==> src/rtl/systolic_job_scheduler_pkg.sv <==
// Shared types and constants for the systolic job scheduler and its arbiter.
package systolic_job_scheduler_pkg;

    localparam int unsigned ELEM_W      = 8;
    localparam int unsigned MAT_ELEMS   = 9;
    localparam int unsigned OPND_W      = ELEM_W * MAT_ELEMS;
    localparam int unsigned ID_W        = 2;
    localparam int unsigned JOBS_W      = 16;
    localparam int unsigned DEF_ACC_W   = 20;
    localparam int unsigned DEF_TIMEOUT = 32;

    typedef enum logic [1:0] {
        IDLE  = 2'd0,
        START = 2'd1,
        RUN   = 2'd2,
        RESP  = 2'd3
    } state_e;

    // Operand pair held on the feeder inputs for the duration of a job.
    typedef struct packed {
        logic [OPND_W-1:0] b;
        logic [OPND_W-1:0] a;
    } job_t;

    // LSB position of packed element k when every element is w bits wide.
    function automatic int unsigned elem_lsb(input int unsigned k, input int unsigned w);
        return k * w;
    endfunction

endpackage

==> src/rtl/systolic_job_scheduler_rr_arbiter.sv <==
// Combinational round-robin picker: first asserted request at or after the pointer.
module systolic_job_scheduler_rr_arbiter
    import systolic_job_scheduler_pkg::*;
#(
    parameter int unsigned NUM_REQ = 2
) (
    input  logic [NUM_REQ-1:0] req_i,
    input  logic [ID_W-1:0]    ptr_i,
    output logic [NUM_REQ-1:0] gnt_c_o,
    output logic [ID_W-1:0]    idx_c_o,
    output logic               any_c_o
);

    // Walk the requesters in rotated order; the first hit wins.
    always_comb begin
        gnt_c_o = '0;
        idx_c_o = '0;
        any_c_o = 1'b0;
        for (int unsigned i = 0; i < NUM_REQ; i++) begin
            for (int unsigned k = 0; k < NUM_REQ; k++) begin
                if (!any_c_o && (k == ((32'(ptr_i) + i) % NUM_REQ)) && req_i[k]) begin
                    any_c_o    = 1'b1;
                    gnt_c_o[k] = 1'b1;
                    idx_c_o    = ID_W'(k);
                end
            end
        end
    end

endmodule

==> src/rtl/systolic_job_scheduler.sv <==
// Shares one 3x3 systolic feeder/array between NUM_REQ requesters; one job in flight
// at a time, results returned on a tagged response channel with timeout protection.
module systolic_job_scheduler
    import systolic_job_scheduler_pkg::*;
#(
    parameter int unsigned NUM_REQ = 2,
    parameter int unsigned ACC_W   = DEF_ACC_W,
    parameter int unsigned TIMEOUT = DEF_TIMEOUT
) (
    input  logic                         clk,
    input  logic                         reset_n,
    input  logic [NUM_REQ-1:0]           req_valid,
    output logic [NUM_REQ-1:0]           req_ready,
    input  logic [NUM_REQ*OPND_W-1:0]    req_a,
    input  logic [NUM_REQ*OPND_W-1:0]    req_b,
    output logic                         mc_start,
    output logic [OPND_W-1:0]            mc_a,
    output logic [OPND_W-1:0]            mc_b,
    input  logic                         mc_done,
    input  logic [MAT_ELEMS*ACC_W-1:0]   arr_c,
    output logic                         rsp_valid,
    input  logic                         rsp_ready,
    output logic [ID_W-1:0]              rsp_id,
    output logic [MAT_ELEMS*ACC_W-1:0]   rsp_data,
    output logic                         rsp_err,
    output logic                         busy,
    output logic                         stray_done,
    output logic [JOBS_W-1:0]            jobs_done
);

    localparam int unsigned RES_W = MAT_ELEMS * ACC_W;
    localparam int unsigned CNT_W = $clog2(TIMEOUT + 1);

    localparam logic [1:0] ST_IDLE  = 2'(IDLE);
    localparam logic [1:0] ST_START = 2'(START);
    localparam logic [1:0] ST_RUN   = 2'(RUN);
    localparam logic [1:0] ST_RESP  = 2'(RESP);

    logic [1:0]        state_q, state_d;
    logic [ID_W-1:0]   ptr_q, ptr_d;
    job_t              job_q, job_d;
    logic              start_q, start_d;
    logic [ID_W-1:0]   id_q, id_d;
    logic [RES_W-1:0]  data_q, data_d;
    logic              err_q, err_d;
    logic              rvalid_q, rvalid_d;
    logic              busy_q, busy_d;
    logic              stray_q, stray_d;
    logic [JOBS_W-1:0] jobs_done_q, jobs_done_d;
    logic [CNT_W-1:0]  cnt_q, cnt_d;

    logic [NUM_REQ-1:0] gnt;
    logic [ID_W-1:0]    gnt_idx;
    logic               gnt_any;
    job_t               win_job;

    systolic_job_scheduler_rr_arbiter #(
        .NUM_REQ (NUM_REQ)
    ) u_arb (
        .req_i   (req_valid),
        .ptr_i   (ptr_q),
        .gnt_c_o (gnt),
        .idx_c_o (gnt_idx),
        .any_c_o (gnt_any)
    );

    // One-hot operand mux for the granted requester.
    always_comb begin
        win_job = '0;
        for (int unsigned i = 0; i < NUM_REQ; i++) begin
            if (gnt[i]) begin
                win_job.a = req_a[elem_lsb(i, OPND_W) +: OPND_W];
                win_job.b = req_b[elem_lsb(i, OPND_W) +: OPND_W];
            end
        end
    end

    // Accept only in IDLE; held low while reset is asserted.
    assign req_ready = (reset_n && (state_q == ST_IDLE)) ? gnt : '0;

    always_comb begin
        state_d     = state_q;
        ptr_d       = ptr_q;
        job_d       = job_q;
        start_d     = 1'b0;
        id_d        = id_q;
        data_d      = data_q;
        err_d       = err_q;
        rvalid_d    = rvalid_q;
        jobs_done_d = jobs_done_q;
        cnt_d       = cnt_q;
        stray_d     = stray_q | (mc_done && (state_q != ST_RUN));

        case (state_q)
            ST_IDLE: begin
                if (gnt_any) begin
                    job_d   = win_job;
                    id_d    = gnt_idx;
                    start_d = 1'b1;
                    state_d = ST_START;
                end
            end
            ST_START: begin
                cnt_d   = '0;
                state_d = ST_RUN;
            end
            ST_RUN: begin
                cnt_d = cnt_q + CNT_W'(1);
                // A done landing on the timeout cycle still counts as success.
                if (mc_done) begin
                    data_d   = arr_c;
                    err_d    = 1'b0;
                    rvalid_d = 1'b1;
                    state_d  = ST_RESP;
                end else if (cnt_q == CNT_W'(TIMEOUT - 1)) begin
                    data_d   = '0;
                    err_d    = 1'b1;
                    rvalid_d = 1'b1;
                    state_d  = ST_RESP;
                end
            end
            ST_RESP: begin
                if (rsp_ready) begin
                    rvalid_d    = 1'b0;
                    jobs_done_d = jobs_done_q + JOBS_W'(1);
                    ptr_d       = ((32'(id_q) + 32'd1) >= NUM_REQ) ? '0 : id_q + ID_W'(1);
                    state_d     = ST_IDLE;
                end
            end
            default: begin
                state_d = ST_IDLE;
            end
        endcase

        busy_d = (state_d != ST_IDLE);
    end

    always_ff @(posedge clk or negedge reset_n) begin
        if (!reset_n) begin
            state_q     <= ST_IDLE;
            ptr_q       <= '0;
            job_q       <= '0;
            start_q     <= 1'b0;
            id_q        <= '0;
            data_q      <= '0;
            err_q       <= 1'b0;
            rvalid_q    <= 1'b0;
            busy_q      <= 1'b0;
            stray_q     <= 1'b0;
            jobs_done_q <= '0;
            cnt_q       <= '0;
        end else begin
            state_q     <= state_d;
            ptr_q       <= ptr_d;
            job_q       <= job_d;
            start_q     <= start_d;
            id_q        <= id_d;
            data_q      <= data_d;
            err_q       <= err_d;
            rvalid_q    <= rvalid_d;
            busy_q      <= busy_d;
            stray_q     <= stray_d;
            jobs_done_q <= jobs_done_d;
            cnt_q       <= cnt_d;
        end
    end

    assign mc_start   = start_q;
    assign mc_a       = job_q.a;
    assign mc_b       = job_q.b;
    assign rsp_valid  = rvalid_q;
    assign rsp_id     = id_q;
    assign rsp_data   = data_q;
    assign rsp_err    = err_q;
    assign busy       = busy_q;
    assign stray_done = stray_q;
    assign jobs_done  = jobs_done_q;

endmodule

==> config.mk <==
export PLATFORM = sky130hd
export DESIGN_NAME = systolic_job_scheduler
export DESIGN_NICKNAME = d
export VERILOG_FILES = /design/src/rtl/systolic_job_scheduler_pkg.sv /design/src/rtl/systolic_job_scheduler_rr_arbiter.sv /design/src/rtl/systolic_job_scheduler.sv
export SDC_FILE = /design/constraint.sdc
export NUM_CORES = 1
export LEC_CHECK = 0
export ABC_CLOCK_PERIOD_IN_PS = 2850
export CORE_AREA = 2 2 323 325
export DETAILED_ROUTE_END_ITERATION = 8
export DIE_AREA = 0 0 325 327
export PLACE_DENSITY_LB_ADDON = 0.3
export SLEW_MARGIN = 15
export SYNTH_ARGS = -nofsm -noshare
export SYNTH_HDL_FRONTEND = slang
export SYNTH_SLANG_ARGS = --single-unit
==> constraint.sdc <==
create_clock -name clk -period 2.85 [get_ports clk]
set_input_delay 0.4275 -clock clk [delete_from_list [all_inputs] [get_ports clk]]
set_output_delay 0.4275 -clock clk [all_outputs]
set_load 0.02 [all_outputs]
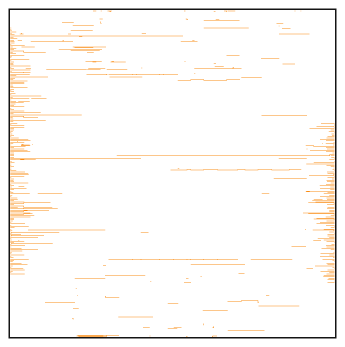
Figure 1: run 1, metal 3.
Scale: 1 px per um.
share of all routed wire: 7.7%
wire length on this layer: 5290 um
main direction: horizontal
longest straight run: 213 um
nets with wire on the layer: 360
via count: 14261
final wirelength: 68900 um

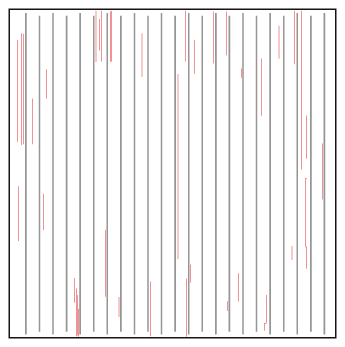
Figure 2: run 1, signal wires on met4.
Scale: 1 px per um. Supply wires on this layer in gray.
longest straight run: 185 um
wire length on this layer: 2070 um
share of all routed wire: 3.0%

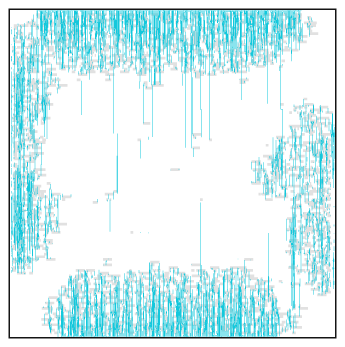
Figure 3: run 1, the metal 2 layer.
Scale: 1 px per um.
share of all routed wire: 49%
longest straight run: 112 um
wire length on this layer: 33.7 mm
nets with wire on the layer: 2263
main direction: vertical
M2 GR Usage: 20.7%

run 1: registers in the layout, summed over array words and instances, names as in the netlist:
signal and flops:
rsp_err 1, rsp_data 180, jobs_done 16, state_q 2
mc_b 72, mc_start 1, mc_a 72, cnt_q 6
ptr_q 1, stray_done 1, rsp_valid 1, rsp_id 1
busy 1
run 1: power by group through the flow:
stage	Sequential (mW)	Clock [mW]	Combinational, mW
detailed placement	8.59	0	13.1
CTS	8.56	6.15	13.1
global placement	8.55	0	13.1
global route	8.82	6.33	13.9
floorplan	11.1	0	3.31
finish	8.54	5.88	12.9
run 1: tightest hold or removal path, delay by kind of cell:
kind | cells | cell delay, ns
buffers and inverters | 1 | 0.39
AND-OR/OR-AND | 1 | 0.06
AND/OR/NAND/NOR | 1 | 0.05
==> results.toml, run 1 <==
# generated from flow reports
[finish]
inverters = 11
clockBufferCount = 64
drive_above_1_share_pct = 5.38
nets = 2832
nonClkBufAreaFrac_pct = 33.5
nMultiInputCombCells = 1071
fin_area_mm2 = 0.0263
antenna_cells = 2
flops = 355
nFillCells = 11074
clock_cell_area_share_pct = 5.74
regArea_mm2 = 0.00888
most-common-layout-cells = "clkdlybuf4s50_1, nand2_1, dfrtp_1"
n_all_buffers = 866
sh_seq_area_pct = 33.8
layout.cells.non_filler = 3763
utilization_pct = 25.5

[setup_path]
cp_slowest_cell = "dfrtp_1"
crit_path_start = "state_q[0]"
crit_top_cell = "buf_12"
r2r_start = "state_q[0]"
rrSetupSlack_ns = 0.62
crit_chain = "inv_1, ha_4, buf_12, and3_1, buf_12"
worst-path-stages = 5
cp_top_family = "buffers and inverters"
worst_setup_path_start_kind = "register"
arrival_ns = 2.16
ff2ff_path_depth = 7
cp_num_buf_inv = 3

[logic_synthesis]
ys_sh_simple_pct = 17.1
synthArstFlopShare_pct = 100
avgSynthCellArea_um2 = 9.47
synth.logic.top_family = "simple AND/OR/NAND/NOR gates"
synth_nets = 2043
ys_sh_aoi_pct = 16.9
top_area_cell = "dfrtp_1"
ff_type = "dfrtp_1"
adder_share_pct = 0.592
ys_cells = 1562
top_cell_area_share_pct = 60.1
numSynthFlops = 355
syn_inst = 1562
yosysWarnings = 0
ys_chip_area_mm2 = 0.0148
ys_sh_mux_pct = 0.211
enable_flop_cells = 0
top_cells_by_count = "nand2_1, dfrtp_1, o21ai_0, a32oi_1, clkbuf_1"
synthesis.area_mm2 = 0.0148

[cts]
cts_buffers = 46
clk_pin_slew_ns = 0.06
cts_setup_buffers = 0
cts_tree = "done"
cts_hold_buf = 1
cts-htree-levels = 2
clkLatencyLatePin_ns = 0.60
cts_resized = 1
clock-root-buffer = "clkbuf_16"

[floorplan]
die_area_mm2 = 0.106
fp_util_pct = 14.4
ioPinCount = 823
die_h_um = 327
tapCellCount = 1380

[global_routing]
grt_pass1_wl_um = 99800
grt_usage_pct = 12.4
grt-busiest-layer = "met2"
grt_pass1_vias = 14715
antenna_found_initial = 4

[drt]
wl_per_cell_um = 18.3
drtAntennaViolNets = 0
wl_met1_um = 27900
drc = 0
drt-pass1-iter-count = 5
route.met2.wl_um = 33700
dr_wl_met3_um = 5290
drt_iter0_markers = 736
routed.top_layer = "met4"

[final_timing]
tightest_slew_ns = 0.903
maxSlewHeadroom_pct = 39.8
setup_viol = 0
rsz0062_at_grt = "false"
finalHoldViolations = 0
fin_ws_ns = 0.258
slew_viol_final = 0
fin_tns_setup_ns = 0
fin_skew_ns = 0.0197
whs_ns = 0.373

[run]
cap_violations = 0
tool_warnings = 32

[power]
p_clk_share_pct = 21.5
intPower_mw = 16.4
p_leak_nw = 10.8
pwr_density_cell_mw_per_mm2 = 1040
power_switching_mw = 10.9
ir_worst_vdd_mv = 0.424
seqPwrFrac_pct = 31.3
finalPower_mw = 27.3

[placement]
gp_congestion = 0.801
placed_area_mm2 = 0.0248
port_buffers = 821
hpwl_um = 51600
pre_cts_ws_ns = 0.280
post-place-cells = 3682

[outcome]
outcome = "finished, final reports clean"

[hold_path]
hp-start = "arr_c[140]"
whs_path_depth = 3
Figure 4. Cell placement (run 1).
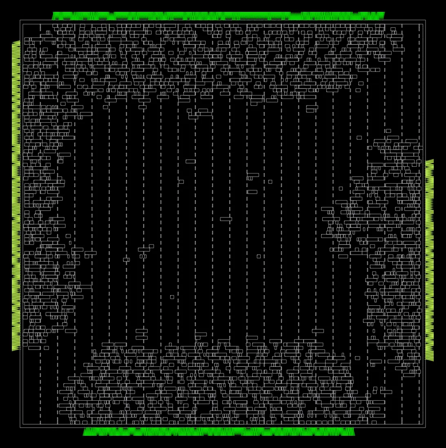

==> inputs of run 2 (changes only) <==
Settings changed: ABC_CLOCK_PERIOD_IN_PS 2850 to 2250, CORE_AREA 2 2 323 325 to 2 2 324 326, DIE_AREA 0 0 325 327 to 0 0 326 328.
Clock period 2.85 ns to 2.25 ns, I/O delays scaled along.
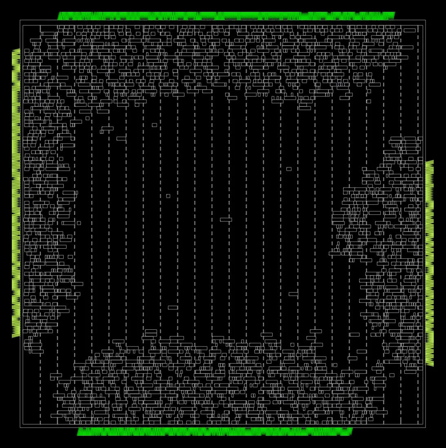
Figure 5: run 2, cell placement.
Rows: 118
Core Util, Final: 25.7%

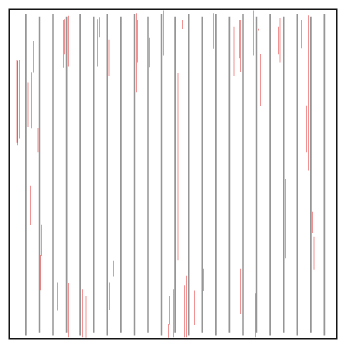
Figure 6: run 2, signal wires on met4.
Scale: 1 px per um. Supply wires on this layer in gray.
main direction: vertical
wire length on this layer: 2400 um
nets with wire on the layer: 33
longest straight run: 187 um
final wirelength: 69300 um
via count: 14466

==> run 2 against run 1 <==
Compared with the run above:
- power rose by 28%
- first-iteration DRC count increased by 7.7%
- clock skew up 0.0075 ns
- hold slack got worse by 0.092 ns
- combinational power grew 28%
- area after synthesis stayed put
- sequential share of layout area is 0.33 points lower
==> results.toml, run 2 <==
# generated from flow reports
[drt]
routed.top_layer = "met5"
drc = 0
route.met2.wl_um = 33500
wl_per_cell_um = 18.2
drt-pass1-iter-count = 5
wl_met1_um = 28800

[run]
cap_violations = 0
tool_warnings = 30

[logic_synthesis]
adder_share_pct = 0.592
top_area_cell = "dfrtp_1"
avgSynthCellArea_um2 = 9.47
ff_type = "dfrtp_1"
ys_sh_aoi_pct = 16.9
synthArstFlopShare_pct = 100
synthesis.area_mm2 = 0.0148
syn_inst = 1562
synth_nets = 2043
top_cells_by_count = "nand2_1, dfrtp_1, o21ai_0, a32oi_1, clkbuf_1"
ys_sh_mux_pct = 0.211
numSynthFlops = 355
yosysWarnings = 0
top_cell_area_share_pct = 60.1
enable_flop_cells = 0
ys_cells = 1562
synth.logic.top_family = "simple AND/OR/NAND/NOR gates"

[final_timing]
fin_ws_ns = 0.112
slew_viol_final = 0
fin_tns_setup_ns = 0
tightest_slew_ns = 0.610
maxSlewHeadroom_pct = 59.4
rsz0062_at_grt = "false"

[floorplan]
tapCellCount = 1380
ioPinCount = 823
die_area_mm2 = 0.107
die_h_um = 328
fp_util_pct = 14.3

[outcome]
outcome = "finished, final reports clean"

[finish]
nonClkBufAreaFrac_pct = 33.9
largest_register_ffs = 180
inverters = 11
antenna_cells = 1
nMultiInputCombCells = 1071
clockBufferCount = 75
layout.cells.non_filler = 3802
drive_above_1_share_pct = 6.73
regArea_mm2 = 0.00888
nFillCells = 11120
clock_cell_area_share_pct = 5.90
n_all_buffers = 896
flops = 355
most-common-layout-cells = "clkdlybuf4s50_1, nand2_1, dfrtp_1"

[global_routing]
antenna_found_initial = 3
grt_usage_pct = 12.4

[setup_path]
cp_num_buf_inv = 3
r2r_start = "state_q[0]"
worst-path-stages = 5
worst_setup_path_start_kind = "register"
rrSetupSlack_ns = 0.21
arrival_ns = 1.80
crit_path_start = "state_q[0]"
ff2ff_path_depth = 8
crit_chain = "inv_2, ha_4, buf_4, and3_1, buf_2"
cp_top_family = "buffers and inverters"

[cts]
cts-htree-levels = 2
clkLatencyLatePin_ns = 0.61
clk_pin_slew_ns = 0.06
cts_buffers = 47

[placement]
gp_congestion = 0.800
port_buffers = 821
hpwl_um = 52400

[power]
intPower_mw = 21.1
pwr_density_cell_mw_per_mm2 = 1320
maxPowerGroup = "combinational logic"
ir_worst_vdd_mv = 0.591
finalPower_mw = 35.0
powerSeq_mw = 10.8
p_leak_nw = 11.0

[hold_path]
whs_path_depth = 3
hp-start = "arr_c[152]"
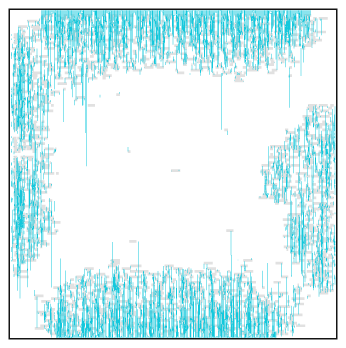
Figure 7: run 2, the metal 2 layer.
Scale: 1 px per um.
longest straight run: 98.6 um
main direction: vertical
share of all routed wire: 48%
wire length on this layer: 33.5 mm
M2 GR Usage: 20.5%

[run 2: netlist changes by cell type in the layout (fill, tap and decap cells not counted), moves of 2 or more]
cell	before	now
inv_1	11	9
clkbuf_1	6	15
buf_4	26	58
clkinv_2	6	4
clkinv_4	4	1
clkdlybuf4s50_1	818	816
clkinvlp_4	0	4
inv_2	0	2
[run 2: kinds of logic after synthesis]
family / Yosys count
other cells: 1
simple gates: 650
compound gates: 395
mux: 3
flops: 355
xor+xnor: 15
fa+ha+maj: 7
buf+inv: 136
[run 2: what timing repair did]
| action | 4_1_cts | 5_1_grt |
|---|---|---|
| pin swaps | 1 | 1 |
| setup endpoints to repair | 3 | 3 |
| hold buffers | 1 | 0 |
| setup buffers | 4 | 2 |
| hold endpoints to repair | 42 | 0 |
| gates resized | 12 | 0 |
Figure 8. Metal 3 (run 2).
Scale: 1 px per um.
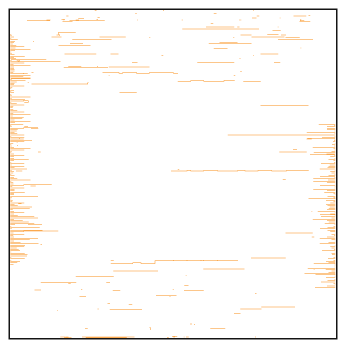

==> inputs of run 3 (changes only) <==
Settings changed: TNS_END_PERCENT set to 5.
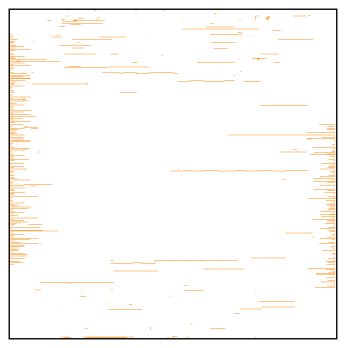
Figure 9: run 3, metal 3.
Scale: 1 px per um.
main direction: horizontal
share of all routed wire: 6.5%
nets with wire on the layer: 359
longest straight run: 107 um
via count: 14523
GR Util met3: 3.64%

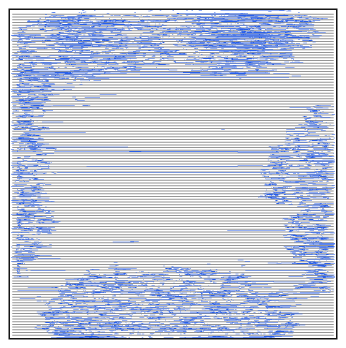
Figure 10: run 3, met1 routing.
Scale: 1 px per um. Supply wires on this layer in gray.
wire length on this layer: 28.9 mm
longest straight run: 212 um
final wirelength: 69300 um
met1 Usage GRT: 15.3%

==> run 3 against run 2 <==
Compared with the run above:
- design area about the same
- clock power about the same
- routed wire length about the same
- critical endpoint is now req_ready[1]
==> results.toml, run 3 <==
# generated from flow reports
[final_timing]
fin_ws_ns = 0.113
maxSlewHeadroom_pct = 59.3
tightest_slew_ns = 0.610
fin_tns_setup_ns = 0
slew_viol_final = 0

[logic_synthesis]
ff_type = "dfrtp_1"
adder_share_pct = 0.592
synth-xor-area-share_pct = 0.888
yosysWarnings = 0
ys_sh_aoi_pct = 16.9
top_cell_area_share_pct = 60.1
syn_inst = 1562
enable_flop_cells = 0
synthesis.area_mm2 = 0.0148
synth_nets = 2043
ys_sh_mux_pct = 0.211
avgSynthCellArea_um2 = 9.47
top_cells_by_count = "nand2_1, dfrtp_1, o21ai_0, a32oi_1, clkbuf_1"
numSynthFlops = 355
top_area_cell = "dfrtp_1"
top_cells_by_area = "dfrtp_1, nand2_1, o21ai_0, a32oi_1, a22oi_1"
synth.logic.top_family = "simple AND/OR/NAND/NOR gates"
synthArstFlopShare_pct = 100
ys_cells = 1562

[power]
pwr_density_cell_mw_per_mm2 = 1320
power_switching_mw = 14.0
maxPowerGroup = "combinational logic"
p_leak_nw = 11.0
finalPower_mw = 35.0
p_clk_mw = 7.65
seqPwrFrac_pct = 30.9
ir_worst_vdd_mv = 0.594
intPower_mw = 21.1
powerSeq_mw = 10.8

[setup_path]
r2r_start = "state_q[0]"
crit_chain = "inv_2, ha_4, buf_6, and3_1, buf_4"
worst_setup_path_start_kind = "register"
cp_top_family = "flip-flops"
worst-path-stages = 5
crit_path_start = "state_q[0]"
cpPeakStageDelay_ns = 0.41
arrival_ns = 1.80
ff2ff_path_depth = 9
cp_num_buf_inv = 3

[finish]
regArea_mm2 = 0.00888
most-common-layout-cells = "clkdlybuf4s50_1, nand2_1, dfrtp_1"
nFillCells = 11122
drive_above_1_share_pct = 6.73
utilization_pct = 25.7
largest_register_ffs = 180

[cts]
cts_tree = "done"
clkLatencyLatePin_ns = 0.61
cts-htree-levels = 2
cts_buffers = 47
clk_pin_slew_ns = 0.06

[run]
tool_warnings = 30
cap_violations = 0

[outcome]
outcome = "finished, final reports clean"

[placement]
pre_cts_ws_ns = -0.0259
gp_congestion = 0.800
port_buffers = 821
hpwl_um = 52400

[floorplan]
rows = 118
design.core.area_mm2 = 0.103
ioPinCount = 823
die.size.x_um = 326
die_area_mm2 = 0.107
die_h_um = 328
fp_util_pct = 14.3

[drt]
drt-pass1-iter-count = 5
drc = 0
wl_per_cell_um = 18.2
drt_iter0_markers = 808

[hold_path]
hp-start = "arr_c[152]"
whs_path_depth = 3

[global_routing]
grt_usage_pct = 12.4
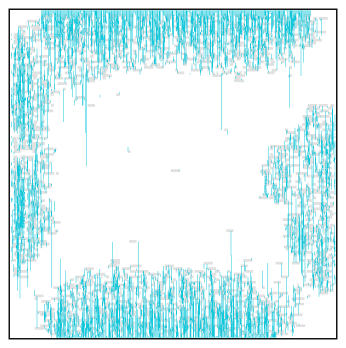
Figure 11: run 3, the metal 2 layer.
Scale: 1 px per um.
wire length on this layer: 33.6 mm
nets with wire on the layer: 2326
main direction: vertical
share of all routed wire: 48%
longest straight run: 102 um
M2 GR Usage: 20.5%

run 3: cell count changes in the layout (fill, tap and decap cells not counted):
cell   previous run  this run
buf_2             1         0
buf_4            58        57
buf_6             0         2
run 3: final cells by class:
cell class	instances	share of cell area [%]
tap	1380	6.50
clock inverter	13	0.542
clock buffer	75	5.36
sequential	355	33.4
multi-input combinational	1071	20.1
inverter	11	0.155
antenna	1	0.00942
timing repair buffer	896	33.9
run 3: routing by layer:
layer | share of wire (%) | global-route usage (%)
met1 | 42 | 15.3
met2 | 48 | 20.5
met3 | 6.5 | 3.64
met4 | 3.4 | 4.62
met5 | 0.040 | 0
run 3: timing repair:
item / CTS / global route
resized: 15 / 0
endpoints found under the hold margin: 42 / 0
buffers inserted: 3 / 3
endpoints found under the setup margin: 3 / 3
pin swaps: 1 / 0
hold buffers: 1 / 0
No activity file was given, so power comes from the tool's default toggle rates.
